[src/rtl/fetch_controller.sv]
// rtl/fetch_controller.sv - fetch-stage sequencer for a variable-latency imem; FETCH_CTRL_PERF_EN adds perf counters
module fetch_controller #(
    parameter int N       = 32,
    parameter int TIMEOUT = 64
) (
    input  logic         clk,
    input  logic         rst,
    input  logic [N-1:0] PCF,
    input  logic         PCSrcW,
    input  logic         BranchTakenE,
    input  logic         HazStallF,
    input  logic         HazStallD,
    input  logic         HazFlushD,
    input  logic         imem_ack,
    input  logic [N-1:0] imem_rdata,
    output logic         imem_req,
    output logic [N-1:0] imem_addr,
    output logic [N-1:0] InstrF,
    output logic         StallF,
    output logic         StallD,
    output logic         FlushD,
`ifdef FETCH_CTRL_PERF_EN
    output logic [31:0]  perf_stall_cnt,
    output logic [15:0]  perf_squash_cnt,
`endif
    output logic         fetch_err
);

    typedef enum logic [1:0] {S_ISSUE, S_WAIT, S_HOLD} state_t;

    state_t       state_q, state_d;
    logic         squash_q, squash_d;
    logic [N-1:0] buf_q, addr_q;
    logic [7:0]   wait_cnt;
    logic         buf_load, bubble, redirect;

    assign redirect = PCSrcW | BranchTakenE;

    always_comb begin
        state_d   = state_q;
        squash_d  = squash_q;
        buf_load  = 1'b0;
        bubble    = 1'b0;
        imem_req  = 1'b0;
        imem_addr = addr_q;
        InstrF    = '0;
        StallF    = 1'b1;
        StallD    = HazStallD;
        case (state_q)
            S_ISSUE: begin
                imem_req  = 1'b1;
                imem_addr = PCF;
                bubble    = !HazStallD;
                state_d   = S_WAIT;
                if (redirect) begin
                    StallF   = 1'b0;
                    squash_d = 1'b1;
                end
            end
            S_WAIT: begin
                if (!imem_ack) begin
                    StallF = !redirect;
                    bubble = !HazStallD;
                    if (redirect) squash_d = 1'b1;
                end else if (squash_q || redirect) begin
                    // response belongs to the wrong path: drop it and refetch
                    squash_d = 1'b0;
                    StallF   = !redirect;
                    bubble   = 1'b1;
                    state_d  = S_ISSUE;
                end else if (!HazStallD) begin
                    InstrF  = imem_rdata;
                    StallF  = HazStallF;
                    StallD  = 1'b0;
                    state_d = S_ISSUE;
                end else begin
                    buf_load = 1'b1;
                    StallD   = 1'b1;
                    state_d  = S_HOLD;
                end
            end
            S_HOLD: begin
                InstrF = buf_q;
                if (redirect) begin
                    StallF  = 1'b0;
                    state_d = S_ISSUE;
                end else if (!HazStallD) begin
                    StallF  = 1'b0;
                    StallD  = 1'b0;
                    state_d = S_ISSUE;
                end
            end
            default: state_d = S_ISSUE;
        endcase
        if (rst) begin
            imem_req = 1'b0;
            StallF   = 1'b1;
            StallD   = 1'b0;
            bubble   = 1'b1;
            InstrF   = '0;
        end
        FlushD = redirect | HazFlushD | bubble;
    end

    always_ff @(posedge clk) begin
        if (rst) begin
            state_q   <= S_ISSUE;
            squash_q  <= 1'b0;
            buf_q     <= '0;
            addr_q    <= '0;
            wait_cnt  <= '0;
            fetch_err <= 1'b0;
        end else begin
            state_q  <= state_d;
            squash_q <= squash_d;
            if (state_q == S_ISSUE) addr_q <= PCF;
            if (buf_load) buf_q <= imem_rdata;
            // flag rises once the TIMEOUT-th ack-less wait cycle completes
            if (state_q == S_WAIT && !imem_ack) begin
                if (wait_cnt != 8'hFF) wait_cnt <= wait_cnt + 8'd1;
                if (wait_cnt >= 8'(TIMEOUT - 1)) fetch_err <= 1'b1;
            end else begin
                wait_cnt <= '0;
            end
        end
    end

`ifdef FETCH_CTRL_PERF_EN
    always_ff @(posedge clk) begin
        if (rst) begin
            perf_stall_cnt  <= '0;
            perf_squash_cnt <= '0;
        end else begin
            if (state_q == S_WAIT || state_q == S_HOLD)
                perf_stall_cnt <= perf_stall_cnt + 32'd1;
            if (state_q == S_WAIT && imem_ack && (squash_q || redirect))
                perf_squash_cnt <= perf_squash_cnt + 16'd1;
        end
    end
`endif

endmodule

[config.mk]
export PLATFORM = sky130hd
export DESIGN_NAME = fetch_controller
export DESIGN_NICKNAME = d
export VERILOG_FILES = /design/src/rtl/fetch_controller.sv
export SDC_FILE = /design/constraint.sdc
export NUM_CORES = 1
export LEC_CHECK = 0
export ABC_CLOCK_PERIOD_IN_PS = 5050
export CAP_MARGIN = 10
export CORE_AREA = 2 2 102 104
export CTS_CLUSTER_SIZE = 28
export DETAILED_ROUTE_END_ITERATION = 10
export DIE_AREA = 0 0 104 106
export DONT_BUFFER_PORTS = 1
export PLACE_DENSITY = 0.64
export SYNTH_ARGS = -nofsm -noshare
export SYNTH_HDL_FRONTEND = slang
export SYNTH_SLANG_ARGS = --single-unit
[constraint.sdc]
create_clock -name clk -period 5.05 [get_ports clk]
set_clock_uncertainty 0.2 [all_clocks]
set_input_delay 0.505 -clock clk [delete_from_list [all_inputs] [get_ports clk]]
set_output_delay 0.505 -clock clk [all_outputs]
set_load 0.03 [all_outputs]
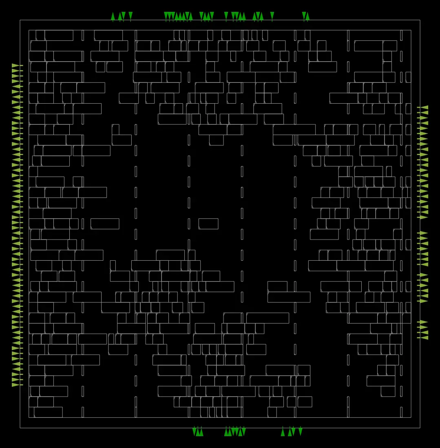
Fig. 1. Placement view.
CORE AREA: 0.0100 mm2
final non-filler cell total: 529
FP Rows: 37
flop share of the area: 36.6%
sequential cell count: 76

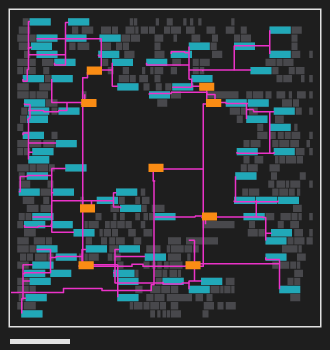
Fig. 2. Clock distribution.
The bar under the picture is 20 um long.
[flip-flops] cyan | count: 76
[clock drivers] orange | count: 9
[clock wires] magenta | length: 1,020 um
flops lie: spread over the die

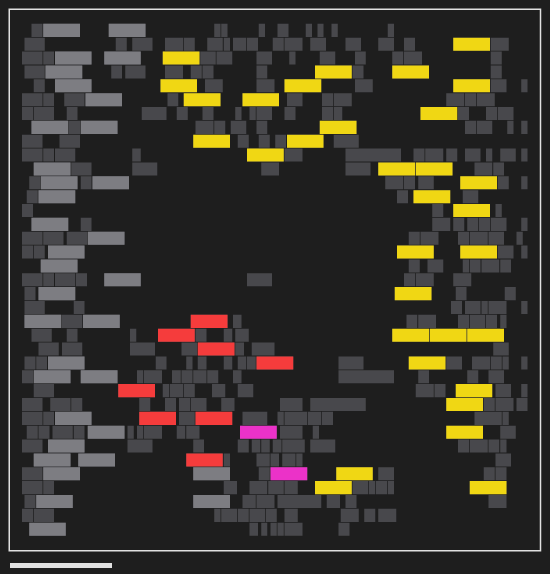
Fig. 3. Sequential cells colored by netlist name.
The bar under the picture is 20 um long.
[`state_q`] magenta | sequential cells: 2
[`buf_q`] yellow | sequential cells: 32
[`wait_cnt`] red | sequential cells: 8
not colored: 34

==> impl_metrics.yaml <==
# physical design summary
outcome:
  outcome: "complete, no violations"
power_and_ir_drop:
  power_frac_seq_pct: 46.0
  leakage_nw: 1.34
  switching_share_pct: 25.8
detailed_routing:
  wire_per_inst_um: 15.8
  antenna_left: 0
  dr.pass1.iters: 4
synthesis:
  synthTopCellsByArea: "dfxtp_1 (39%), nand2b_1 (11%), mux2_2 (9.3%), mux2i_1 (8.8%), a32oi_1 (7.3%)"
  yosysSeqAreaShare_pct: 39.4
  xor_share_pct: 0
  avgSynthCellArea_um2: 9.52
  edf_count: 0
  top_logic_kind: "simple AND/OR/NAND/NOR gates"
  synthAdderAreaFrac_pct: 1.62
  ys_top_cells_by_count: "dfxtp_1 (76), nand2b_1 (69), nor2b_1 (36)"
  synthMuxAreaShare_pct: 18.1
clocking:
  clock.latency.late_pin_ns: 0.34
  numCtsBuffers: 9
  cts_max_level: 3
  clk_pin_slew_ns: 0.08
  clock_sinks: 76
worst_setup_path:
  cp-start-kind: "register"
  worst-path-max-fanout: 34
  reg2reg_from: "state_q[1]"
  crit_required_ns: 4.35
  critPathCapture: "InstrF[17]"
  r2r_cells: 6
  worstPathArrival_ns: 2.38
floorplan:
  fp_util_pct: 38.6
global_routing:
  grt.total_usage_pct: 15.2
  grt_pass1_wl_um: 13500
  gr-total-overflow: 0
  grt_pass1_vias: 2615
  antenna_found_initial: 0
timing:
  finalCritPeriodShare_pct: 61.1
  finalSetupViolCount: 0
  slew_viol_final: 0
  fin_crit_ns: 3.09
cells_and_area:
  layout_top_cell: "dfxtp_1"
  fillCellCount: 1000
  n_antenna_cell: 0
worst_hold_path:
  hold_end: "addr_q[6]"
  worstHoldPathCells: 1
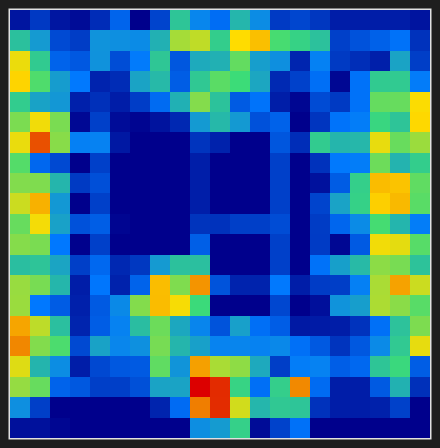
Fig. 4. Routed metal per tile.
21 x 21 tiles, from dark blue (low) to red (high), scaled to the fullest tile. Values are wire area over tile area, all layers added.
mean over tiles: 0.12
nearly empty tiles: 18%
densest ninth of the die: south
emptiest ninth of the die: center
fullest tile: 0.45
tiles over half the peak: 19%

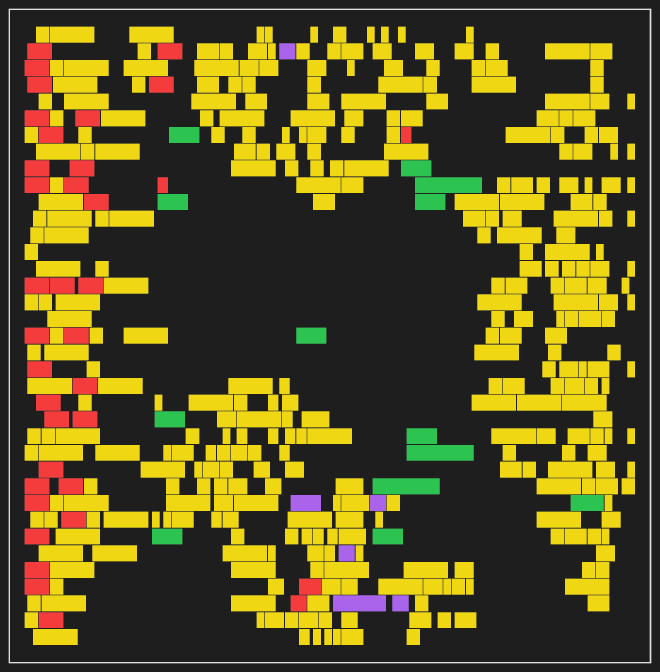
Fig. 5. Sizing map.
[_0 and _1 cells] yellow | cells: 338 | share: 86% | most used: dfxtp_1
[_6 and larger] green | cells: 13 | share: 3.3% | most used: clkbuf_8
[_2 cells] red | cells: 36 | share: 9.2% | most used: mux2_2
[_3 and _4 cells] purple | cells: 6 | share: 1.5% | most used: buf_4

==> routing by layer <==
metal  GRT usage [%]  vias up  part of all wire (%)
met5               0        -                     0
met1            18.9     1309                    47
met4            7.34        0                   1.9
li1                -     1393                     -
met3            4.23       10                   7.8
met2            24.3      123                    44
==> final cells by class <==
cell class,count,area (um2),area share (%)
Multi-Input combinational cell,291,2170,52.2
Clock buffer,11,131,3.16
Tap cell,136,170,4.09
Inverter,5,18.8,0.451
Timing Repair Buffer,5,45.0,1.08
Clock inverter,5,100,2.41
Sequential cell,76,1520,36.6
==> through the flow <==
stage	hold slack (ns)	cells	worst slack, ns	util (%)
2_1_floorplan	0.248	406	2.54	-
4_1_cts	0.00562	528	1.82	41.4
3_3_place_gp	0.257	512	2.07	39.1
6_report	0.0610	529	1.96	41.6
3_5_place_dp	0.263	512	2.01	39.1
5_1_grt	0.00133	529	1.76	41.6
==> logic make-up after synthesis <==
| family | after synthesis |
|---|---|
| mux | 66 |
| fa+ha+maj | 5 |
| compound gates | 58 |
| buf+inv | 39 |
| simple gates | 162 |
| flops | 76 |
==> sequential cells by signal (all words and copies together) (netlist names) <==
register / flops
buf_q: 32
wait_cnt: 8
fetch_err: 1
state_q: 2
addr_q: 32
squash_q: 1
==> power by group through the flow <==
stage          clock network (mW)  logic, mW  registers (mW)
3_3_place_gp                    0      0.199           0.647
5_1_grt                     0.593      0.217           0.637
3_5_place_dp                    0      0.203           0.647
6_report                    0.543      0.203           0.634
4_1_cts                     0.565      0.202           0.634
2_1_floorplan                   0      0.193           0.644
==> critical path, stage by stage, from the launching register on <==
cell and delay, ns:
dfxtp_1 0.34, inv_1 0.08, ha_1 0.31, nor4b_4 0.24, buf_4 0.38, a32oi_1 0.20, nor2_1 0.46
No activity file was given, so power comes from the tool's default toggle rates.
